Design spi_shift_engine, sky130hd; sources not shown.
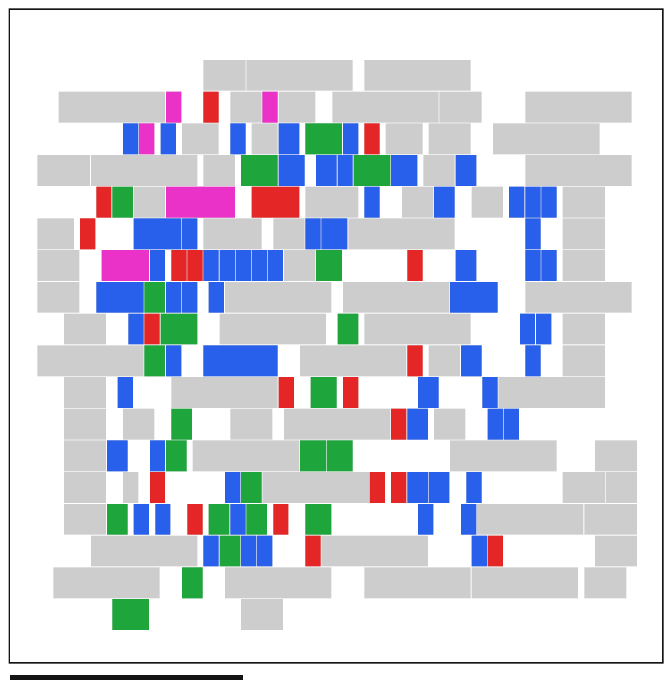
(run_1/gates.png)
Bar = 20 µm.
- red: inv cells (cells 20; most used inv_1)
- green: aoi and oai cells (cells 22; most used o21ai_1)
- blue: nand cells (cells 62; most used nand2_1)
- magenta: nor cells (cells 5; most used nor2_1; where upper left)
dominant logic cell type in the layout: nand2_1
Comb area share: 28.1%

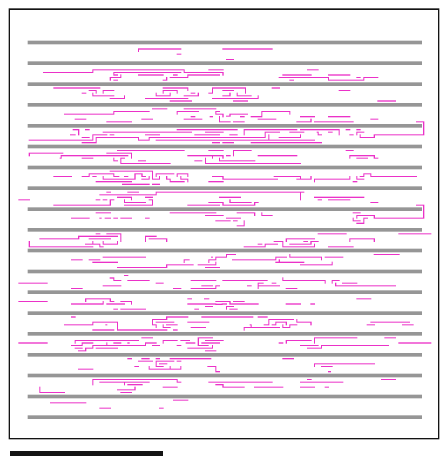
(run_1/m1.png)
Bar = 20 µm. Supply wires on this layer in grey.
- main direction: horizontal
- wire length on this layer: 1090 µm
- share of all routed wire: 44%
- longest straight run: 20.7 µm
- nets with wire on the layer: 173
vias: 1040
GR Layer Usage met1: 22.6%
final WL: 2.48 mm

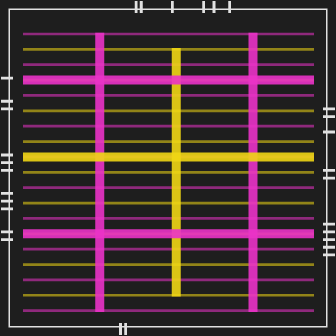
(run_1/floorplan.png)
Pins as bars on the die edge.
- yellow: VDD
- magenta: VSS
- signal pins: 29
- rows: 18
Die Y: 55.9 µm
VDD IR max: 0.551 mV
core footprint: 2520 µm²
Die Span X: 55.9 µm

==> changes_impl.md, run 1 <==
### Physical design

* Ys async rst share at 100%
* Layout filler cell count at 212
* Max_cap viols at 0
* Met3 routed WL at 177 µm
* CP endpoint kind: primary output
* Pre-Place Util at 52.4%
* Top FF cell, synth: dfrtp_1
* Critical Path RT at 1290 ps
* WP data arrival at 1210 ps
* Hold WC Path Type: reg2reg
* Top cell area share at 54.9%
* Fin area at 1720 µm²
* R2r setup slk at 340 ps
* Clock H-tree levels at 2
* Worst path depth at 1
* Tot GR Track Use at 18.2%
* Synthesized cell area at 1320 µm²
* HPWL Detailed at 1.84 mm
* Synthesis-stage register bit count at 29
* CP Cell Sequence: clkdlybuf4s50_1
* Finish-stage setup viols at 0
* Grt ovf at 0
* Worst R2R Path Depth at 7
* Yosys synthesis chip area at 1320 µm²
* Num rows at 18
* Placed cell area at 1650 µm²
* First-pass GRT wire length at 4.28 mm
* Delay-heaviest family, CP: buffers and inverters
* Met2 routed WL at 1.19 mm
* Starting DRC count in detailed routing at 25
* Sequential share of the synthesized area at 54.9%
* Crit Path Category: reg2out
* Mean Syn Cell Area at 9.24 µm²
* Fin crit period at 1780 ps
* Max layer used: met4
* Status: complete, no violations
* Hold path cells at 2
* TritonCTS buffer count at 5
* RSZ-0062 raised after global routing: no
* Synth Warn # at 0
* Cts hold-fix bufs at 0
* Clk_lat worst skew at 320 ps
* Final nets at 197
[run 1: final cells by class]
type                       instances  area, µm²  share of cell area [%]
sequential                        29        726                    42.3
timing repair buffer              35        333                    19.4
clock buffer                       7       55.1                    3.21
inverter                          20       82.6                    4.81
tap                               30       37.5                    2.19
multi-input combinational         91        483                    28.1
[run 1: synth_stat cells, types with 2 or more instances]
library cell  number
nand2_1           44
dfrtp_1           29
inv_1             17
nand3_1           11
o21ai_1            9
o21ai_2            5
o22ai_1            5
nand2_2            3
nand2_4            3
nor2_1             3
o21ai_0            3
buf_6              2
inv_2              2
[run 1: per-layer routing]
layer,up-vias,global-route usage (%)
li1,531,-
met1,465,22.6
met2,38,28.4
met3,6,7.67
met4,0,6.46
met5,-,0
[run 1: repair_timing]
item,in CTS,in global routing
setup endpoints to repair,5,2
setup buffers,1,0
gates resized,4,2
[run 1: power by group]
| group | leakage, nW | total (mW) | internal (mW) | switching, mW |
|---|---|---|---|---|
| Clock | 0.0314 | 0.389 | 0.179 | 0.210 |
| Combinational | 0.486 | 0.305 | 0.128 | 0.177 |
| Sequential | 0.390 | 0.732 | 0.701 | 0.0309 |
[run 1: placed cells by master, fill, tap and decap left out, drive strengths merged]
cell           count
inv               20
nor3               1
dfrtp             29
dlygate4sd2        4
dlymetal6s2s       2
nand3             12
o21ai             17
nand2             50
clkdlybuf4s50     22
o22ai              5
ha                 1
clkbuf             7
nor2               4
buf                7
or2                1
[run 1: per-stage QoR]
stage / power (mW) / util [%] / worst slack (ps) / instances
2_1_floorplan: 0.942 / - / 386 / 143
3_3_place_gp: 1.04 / 65.6 / 73.3 / 204
3_5_place_dp: 1.05 / 65.6 / 32.3 / 204
4_1_cts: 1.44 / 67.9 / 27.6 / 212
5_1_grt: 1.52 / 68.1 / 13.1 / 212
6_report: 1.43 / 68.1 / 73.5 / 212
[run 1: cells by family after synthesis]
family | Yosys count | share of synthesized area [%]
AND-OR/OR-AND | 22 | 10.2
adder cells (fa/ha/maj) | 1 | 0.947
buffers and inverters | 23 | 8.52
flip-flops | 29 | 54.9
AND/OR/NAND/NOR | 68 | 25.4
==> run 1 -> run 2 <==
--- a/config.mk
+++ b/config.mk
@@ -7,11 +7,11 @@
 export LEC_CHECK = 0
 export ABC_AREA = 1
 export CORE_MARGIN = 2
-export CORE_UTILIZATION = 49
+export CORE_UTILIZATION = 44
 export CTS_CLUSTER_DIAMETER = 100
 export CTS_CLUSTER_SIZE = 24
 export DETAILED_ROUTE_END_ITERATION = 10
-export PLACE_DENSITY = 0.78
+export PLACE_DENSITY = 0.74
 export SYNTH_ARGS = -nofsm -noshare
 export SYNTH_HDL_FRONTEND = slang
 export SYNTH_SLANG_ARGS = --single-unit
==> constraint.sdc (replaced) <==
create_clock -name clk -period 1.5 [get_ports clk]
set_clock_uncertainty 0.1 [all_clocks]
set_input_delay 0.375 -clock clk [delete_from_list [all_inputs] [get_ports clk]]
set_output_delay 0.375 -clock clk [all_outputs]
set_load 0.01 [all_outputs]
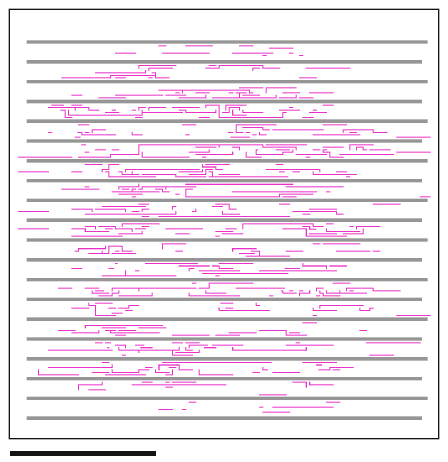
(run_2/m1.png)
Bar = 20 µm. Supply wires on this layer in grey.
- longest straight run: 17.9 µm
- nets with wire on the layer: 185
GR Layer Usage met1: 22.2%
final WL: 2.83 mm

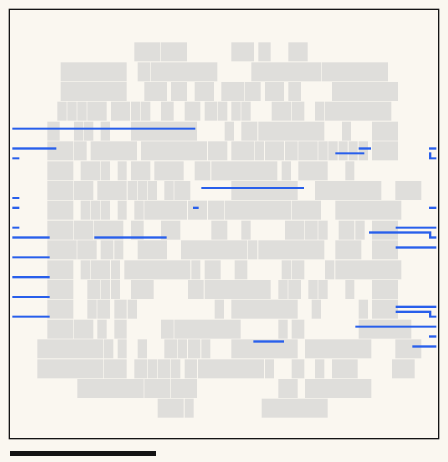
(run_2/m3.png)
Bar = 20 µm. Cells faint in the background.
- share of all routed wire: 4.9%
- longest straight run: 24.8 µm
met3 Use GR: 5.05%
vias: 1109

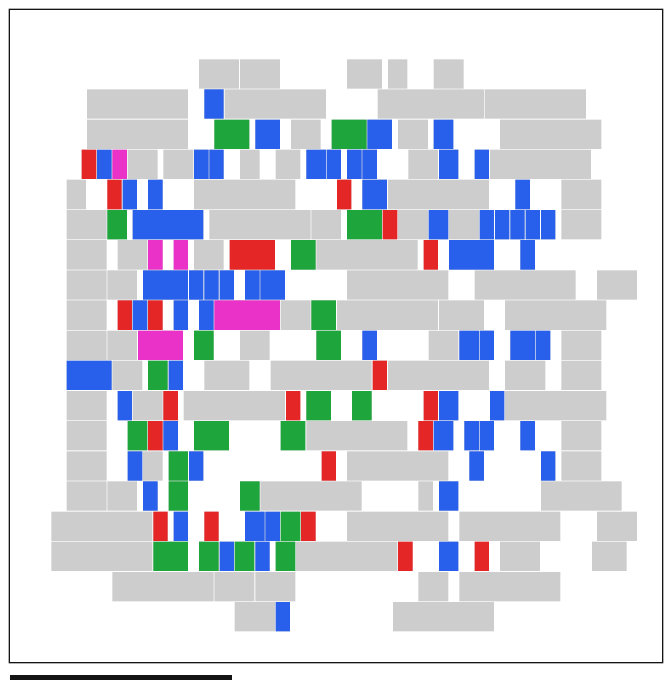
(run_2/gates.png)
Bar = 20 µm.
- magenta: nor cells (cells 5; most used nor2_1)
- red: inv cells (cells 20; most used inv_1)
- blue: nand cells (cells 63; most used nand2_1)
- green: aoi and oai cells (cells 22; most used o21ai_1)
Layout Cells excl Fill: 226
Comb area share: 27.6%

==> run 2 against run 1 <==
The flow now finishes with violations (design-rule violations). Die area rose by 11%. Clock power rose by 15%. Core utilization fell by 2.9 points. Area after synthesis did not move. Worst hold slack got worse by 68 ps. Largest cell class unchanged. Routed wire length rose by 14%. Combinational power rose by 37%.
==> changes_impl.md, run 2 <==
### Physical design

* Drt drc at 3
* Sequential share of the synthesized area at 54.9% (unchanged)
* Failing checks: design-rule violations
* Placed cells at 214 (+4.9%)
* Mean Syn Cell Area at 9.24 µm² (unchanged)
* Top FF cell, synth: dfrtp_1
* Sequential share of power at 51.1% (-0.2 points)
* Crit Path Category: reg2out
* Hold WC Path Type: in2async
* Clk_lat worst skew at 320 ps (about the same)
* Dominant logic cell type in the layout: nand2_1
* Comb pwr share at 23.6% (+2.2 points)
* Die Span X at 58.8 µm (+5.1%)
* Grt ovf at 0 (unchanged)
* R2r setup slk at 50 ps (-290 ps)
* Status: finished with violations
* Starting DRC count in detailed routing at 21 (-16%)
* VDD IR max at 0.558 mV (+1.3%)
* Tot GR Track Use at 18.4% (+0.27 points)
* Layout filler cell count at 255 (+20%)
* Die Y at 58.8 µm (+5.1%)
* Final Util at 65.1% (-2.9 points)
* Synth Warn # at 0 (unchanged)
* Final nets at 209 (+6.1%)
* CP Cell Sequence: dlygate4sd2_1
* Clock H-tree levels at 2 (unchanged)
* WP data arrival at 1000 ps (-210 ps)
* Worst R2R Path Depth at 8 (+1)
* Worst path depth at 1 (unchanged)
* Max_cap viols at 0 (unchanged)
* Switch Pwr at 544 µW (+30%)
* Finish-stage setup viols at 0 (unchanged)
* First-pass GRT wire length at 4.76 mm (+11%)
* Fin crit period at 1470 ps
* Critical Path RT at 1020 ps (-270 ps)
* Delay-heaviest family, CP: flip-flops
* Switch share at 30.7% (+1.3 points)
* Final WS setup at 29.0 ps (-44.4 ps)
* CP endpoint kind: primary output
## run 2: cell families after synthesis
kind of cell / count (synthesis) / synth area share [%]
compound gates: 22 / 10.2
fa+ha+maj: 1 / 0.947
buf+inv: 23 / 8.52
flops: 29 / 54.9
simple gates: 68 / 25.4
## run 2: metal layers
layer	track usage, %	share of wire (%)	up-vias
met5	0	0	-
li1	-	-	557
met3	5.05	4.9	4
met2	31.4	49	31
met1	22.2	45	517
met4	6.82	1.1	0
## run 2: layout make-up
class / instances / area [µm²] / area share, %
clock inverter: 2 / 10.0 / 0.548
sequential: 29 / 727 / 39.8
multi-input combinational: 92 / 504 / 27.6
tap: 31 / 38.8 / 2.12
clock buffer: 6 / 41.3 / 2.26
inverter: 20 / 82.6 / 4.52
timing repair buffer: 46 / 423 / 23.2
## run 2: stage by stage
step	area (µm²)	hold WS [ps]
2_1_floorplan	1320	-20.6
3_3_place_gp	1740	355
3_5_place_dp	1740	366
4_1_cts	1770	307
5_1_grt	1830	322
6_report	1830	308
## run 2: what timing repair did
action / CTS / global route
endpoints found under the setup margin: 15 / 22
pin swaps: 0 / 2
setup buffers: 1 / 2
resized: 20 / 17
gates cloned: 0 / 1
## run 2: power groups by stage
stage	combinational [mW]	clock (mW)	sequential [mW]
final	0.419	0.448	0.907
after global placement	0.402	0	0.916
after global routing	0.469	0.500	0.917
after detailed placement	0.414	0	0.919
after floorplan	0.233	0	0.928
after CTS	0.411	0.458	0.902
No activity file was given, so power comes from the tool's default toggle rates.
